==> config.mk <==
export PLATFORM = sky130hd
export DESIGN_NAME = pipe_issue_ctrl_flat
export DESIGN_NICKNAME = d
export VERILOG_FILES = /design/src/rtl/pipe_issue_ctrl_if.sv /design/src/rtl/pipe_issue_ctrl.sv /design/src/flat_wrapper.sv
export SDC_FILE = /design/constraint.sdc
export NUM_CORES = 1
export LEC_CHECK = 0
export CAP_MARGIN = 20
export CORE_MARGIN = 4
export CORE_UTILIZATION = 54
export CTS_CLUSTER_SIZE = 14
export DETAILED_ROUTE_END_ITERATION = 7
export GPL_ROUTABILITY_DRIVEN = 0
export MAX_ROUTING_LAYER = met4
export PLACE_DENSITY = 0.77
export SLEW_MARGIN = 25
export SYNTH_ARGS = -nofsm -noshare
export SYNTH_HDL_FRONTEND = slang
export SYNTH_SLANG_ARGS = --single-unit
==> constraint.sdc <==
create_clock -name clk -period 2.25 [get_ports clk]
set_input_delay 0.225 -clock clk [delete_from_list [all_inputs] [get_ports clk]]
set_output_delay 0.225 -clock clk [all_outputs]
set_load 0.02 [all_outputs]
### M1 wires, run 1

Scale: 4 px per um. Supply wires on this layer in grey. Cells faint in the background.
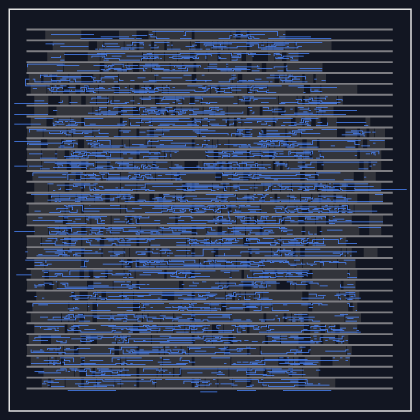
main direction: horizontal
longest straight run: 31.7 um
share of all routed wire: 35%
wire length on this layer: 6,120 um
nets with wire on the layer: 672
via count: 5,155
DRT Wirelength: 17,400 um
met1 usage: 37.5%

### M2 wires, run 1

Scale: 4 px per um.
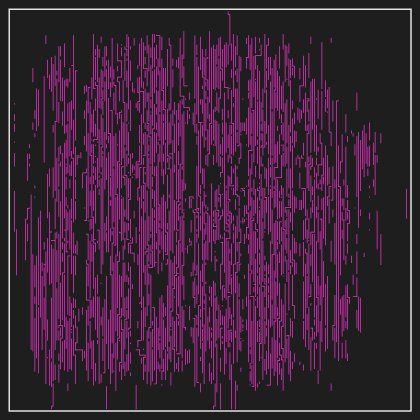
nets with wire on the layer: 680
longest straight run: 60.2 um
main direction: vertical
share of all routed wire: 48%
wire length on this layer: 8,290 um
met2 Use GR: 54.0%

### Met3 routing, run 1

Scale: 6 px per um. Cells faint in the background.
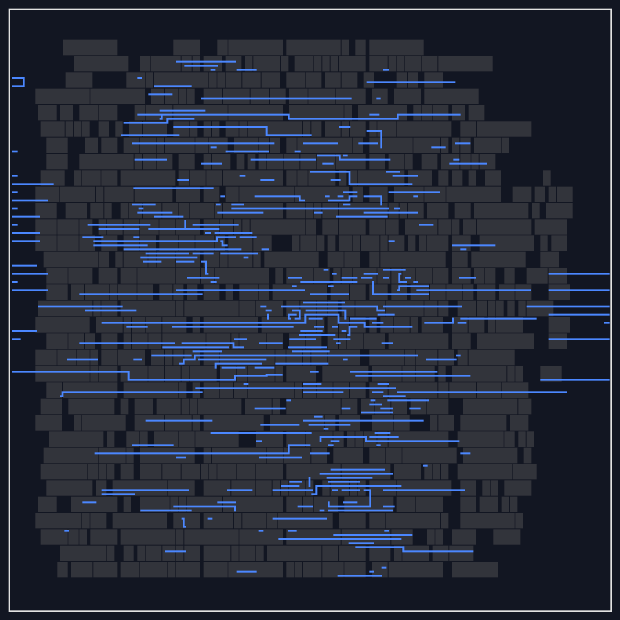
share of all routed wire: 10%
main direction: horizontal
nets with wire on the layer: 176
wire length on this layer: 1,750 um
met3 GRT Util: 5.21%

### M4 wires, run 1

Scale: 4 px per um. Supply wires on this layer in grey. Cells faint in the background.
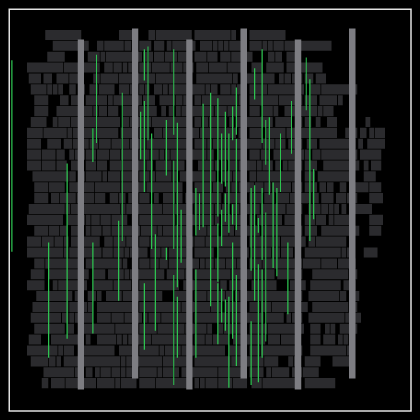
main direction: vertical
wire length on this layer: 1,290 um
nets with wire on the layer: 59

==> reports/metrics.cfg, run 1 <==
[global_routing]
grt_usage_pct=32.0
antenna_found_initial=0
grt_pass1_wl_um=24400
gr-total-overflow=0
grt_pass1_vias=5044
grt_max_degree=26

[worst_setup_path]
slowest_delay_ns=0.56
cp.depth=10
arrival_ns=2.49
crit_chain=buf_4, nor3_2, a311oi_2, a2111oi_0, or4b_1, o31a_4, buf_6, nand3_4, inv_2, buf_6
crit_path_start_kind=register
r2r_setup_slack_ns=-0.44
path_common_cell=buf_6
slowest_stage=or4b_1
worst_r2r_path_depth=13
crit_fanout=4
worst-path-buf-inv=4

[final_timing]
slew_viol_final=0
finalSetupViolCount=71
finalHoldWorstSlack_ns=0.391
fin_setup_tns_ns=-24.18
setup_slack_ns=-0.468
max_freq_mhz=368
relSlewSlack_pct=31.8
worst_pin_slew_ns=1.02
fin_worst_skew_ns=0.0164

[logic_synthesis]
top_area_share_pct=36.1
ys_seq_elements=66
synth.avg_cell_area_sq_um=8.80
synthMostInstantiatedCell=inv_1
ys_seq_share_pct=36.1
async_flop_share_pct=100
ys_warn_count=0
logic_family=simple AND/OR/NAND/NOR gates
synth_cells=520
top_area_cell=dfrtp_1
yosysCellCount=520
edf_count=0
syn_area_sq_mm=0.00458
synth-compound-area-share_pct=17.9

[job]
drv_cap=0
log.warning_count=29

[final_layout]
stdcell_count=774
diodes=0
drive_gt1_share_pct=35.3
utilization_pct=81.4
n_fill_cell=415
finalInstanceArea_sq_mm=0.00669
synthToLayoutAreaGrowth_pct=46.1
area_share_nonclk_buffers_pct=21.3
layout_top_cell=buf_4
largest_register_ffs=62
clkCellAreaFrac_pct=2.96

[power]
power-top-group=combinational logic
seq_power_mw=2.35
pg_comb_mw=6.03
p_clk_share_pct=11.3
p_sw_mw=4.04
swShare_pct=42.8
power.total_mw=9.45
p_leak_nw=3.02

[route]
wl_met3_um=1750
vias_per_cell=6.66
drc=1
top_layer_used=met4

[clock_network]
cts_buffer_depth=2
root_buffer=clkbuf_8
hold_buffers=1
cts.sink_count=66
ctsHtreeMaxLevel=3
postCtsSetupRepairBufs=12
cts_tree=done

[outcome]
outcome=complete, but fails checks
violations=DRC, setup timing

[placed_design]
hpwl_um=9510
io_buffers=31
pre_cts_ws_ns=-0.963

[die]
dieArea_sq_mm=0.0100
core_sq_mm=0.00822
fp_util_pct=55.7
row_count=33
taps=105

[min_path]
hp-class=in -> async

### Track usage over the die, run 1

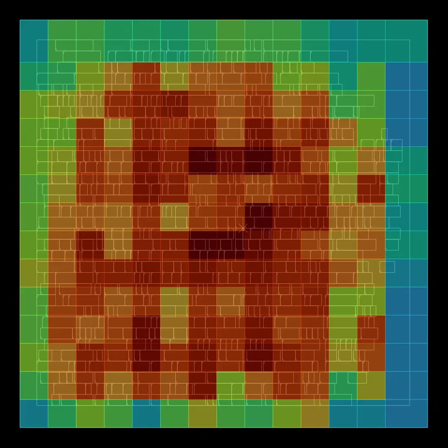

## Run 2: what changed since run 1
--- a/config.mk
+++ b/config.mk
@@ -8,6 +8,7 @@
 export CAP_MARGIN = 20
 export CORE_MARGIN = 4
 export CORE_UTILIZATION = 54
+export CTS_BUF_LIST = sky130_fd_sc_hd__clkbuf_8 sky130_fd_sc_hd__clkbuf_16
 export CTS_CLUSTER_SIZE = 14
 export DETAILED_ROUTE_END_ITERATION = 7
 export GPL_ROUTABILITY_DRIVEN = 0
### Track usage over the die, run 2

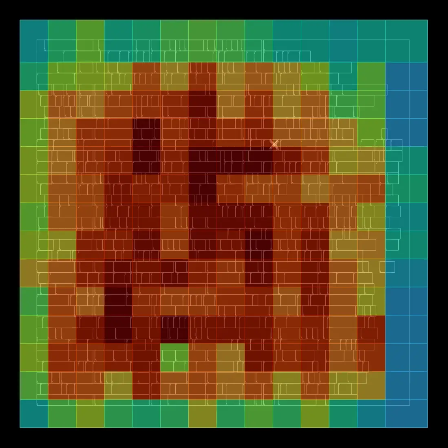
met3 GRT Util: 7.57%
routed len/inst: 24.7 um
met1 usage: 37.9%

### M1 wires, run 2

Scale: 4 px per um. Supply wires on this layer in grey. Cells faint in the background.
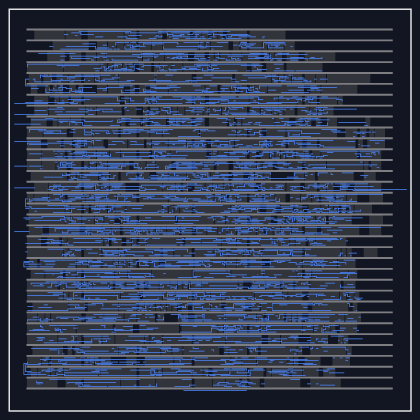
main direction: horizontal
longest straight run: 44.2 um
DRT Wirelength: 19,300 um
via count: 5,380

==> reports/metrics.cfg, run 2 <==
[outcome]
outcome=complete, but fails checks
violations=DRC, setup timing

[worst_setup_path]
slowest_delay_ns=0.41
crit_fanout=7
arrival_ns=3.07
slowest_stage=dfrtp_1
cp.depth=12
crit_path_start_kind=register
worst-path-buf-inv=5
cp.required_ns=2.48
crit_chain=nor2_2, a211oi_1, a21o_1, a2111oi_4, o32a_2, buf_4, buf_6, nand3_4, buf_12, buf_12, buf_12, o31ai_2
r2r_setup_slack_ns=-0.59
path_common_cell=buf_12
worst_r2r_path_depth=12

[min_path]
hp-class=in -> async

[clock_network]
cts.sink_count=66
cts_buffer_depth=2
root_buffer=clkbuf_8
hold_buffers=1
postCtsSetupRepairBufs=12
path_clk_slew_ns=0.09
cts_tree=done
ctsHtreeMaxLevel=3

[final_layout]
finalInstanceArea_sq_mm=0.00685
utilization_pct=83.3
synthToLayoutAreaGrowth_pct=49.5
diodes=0
flop-count=66
stdcell_count=781
combGateArea_sq_mm=0.00314
largest_register_ffs=62
drive_gt1_share_pct=36.8
clkCellAreaFrac_pct=2.89
layout_top_cell=buf_4
n_fill_cell=382
area_share_nonclk_buffers_pct=21.4

[placed_design]
pre_cts_ws_ns=-0.963
io_buffers=31
hpwl_um=9510

[final_timing]
finalHoldWorstSlack_ns=0.383
max_freq_mhz=352
setup_slack_ns=-0.593
fin_worst_skew_ns=0.0201
slew_viol_final=0
fin_setup_tns_ns=-29.33
relSlewSlack_pct=11.9
worst_pin_slew_ns=1.32
finalSetupViolCount=71

[logic_synthesis]
edf_count=0
synth.avg_cell_area_sq_um=8.80
logic_family=simple AND/OR/NAND/NOR gates
async_flop_share_pct=100
simple_gate_share_pct=18.6
synthMostInstantiatedCell=inv_1
synth-compound-area-share_pct=17.9
synth.distinct_cells=57
ys_seq_elements=66
synth_cells=520
ys_warn_count=0
top_area_share_pct=36.1
ys_seq_share_pct=36.1
yosysCellCount=520
yosys_area_sq_mm=0.00458
syn_area_sq_mm=0.00458
top_area_cell=dfrtp_1

[power]
swShare_pct=44.2
power-top-group=combinational logic
pg_comb_mw=6.48
power.total_mw=9.94
seq_power_mw=2.39
p_clk_share_pct=10.8
p_sw_mw=4.39
p_leak_nw=3.08

[route]
vias_per_cell=6.89
wl_met3_um=2220
top_layer_used=met4
wl_met2_um=8950
drc=7

[die]
core_sq_mm=0.00822
dieArea_sq_mm=0.0100
row_count=33
fp_util_pct=55.7
taps=105

[global_routing]
grt_max_degree=26
use_met2_pct=53.0
grt_usage_pct=32.8
antenna_found_initial=0
grt_pass1_vias=5203
gr-total-overflow=0
grt_pass1_wl_um=24900

[job]
drv_cap=0
log.warning_count=29

Power and IR drop assume default switching activity.
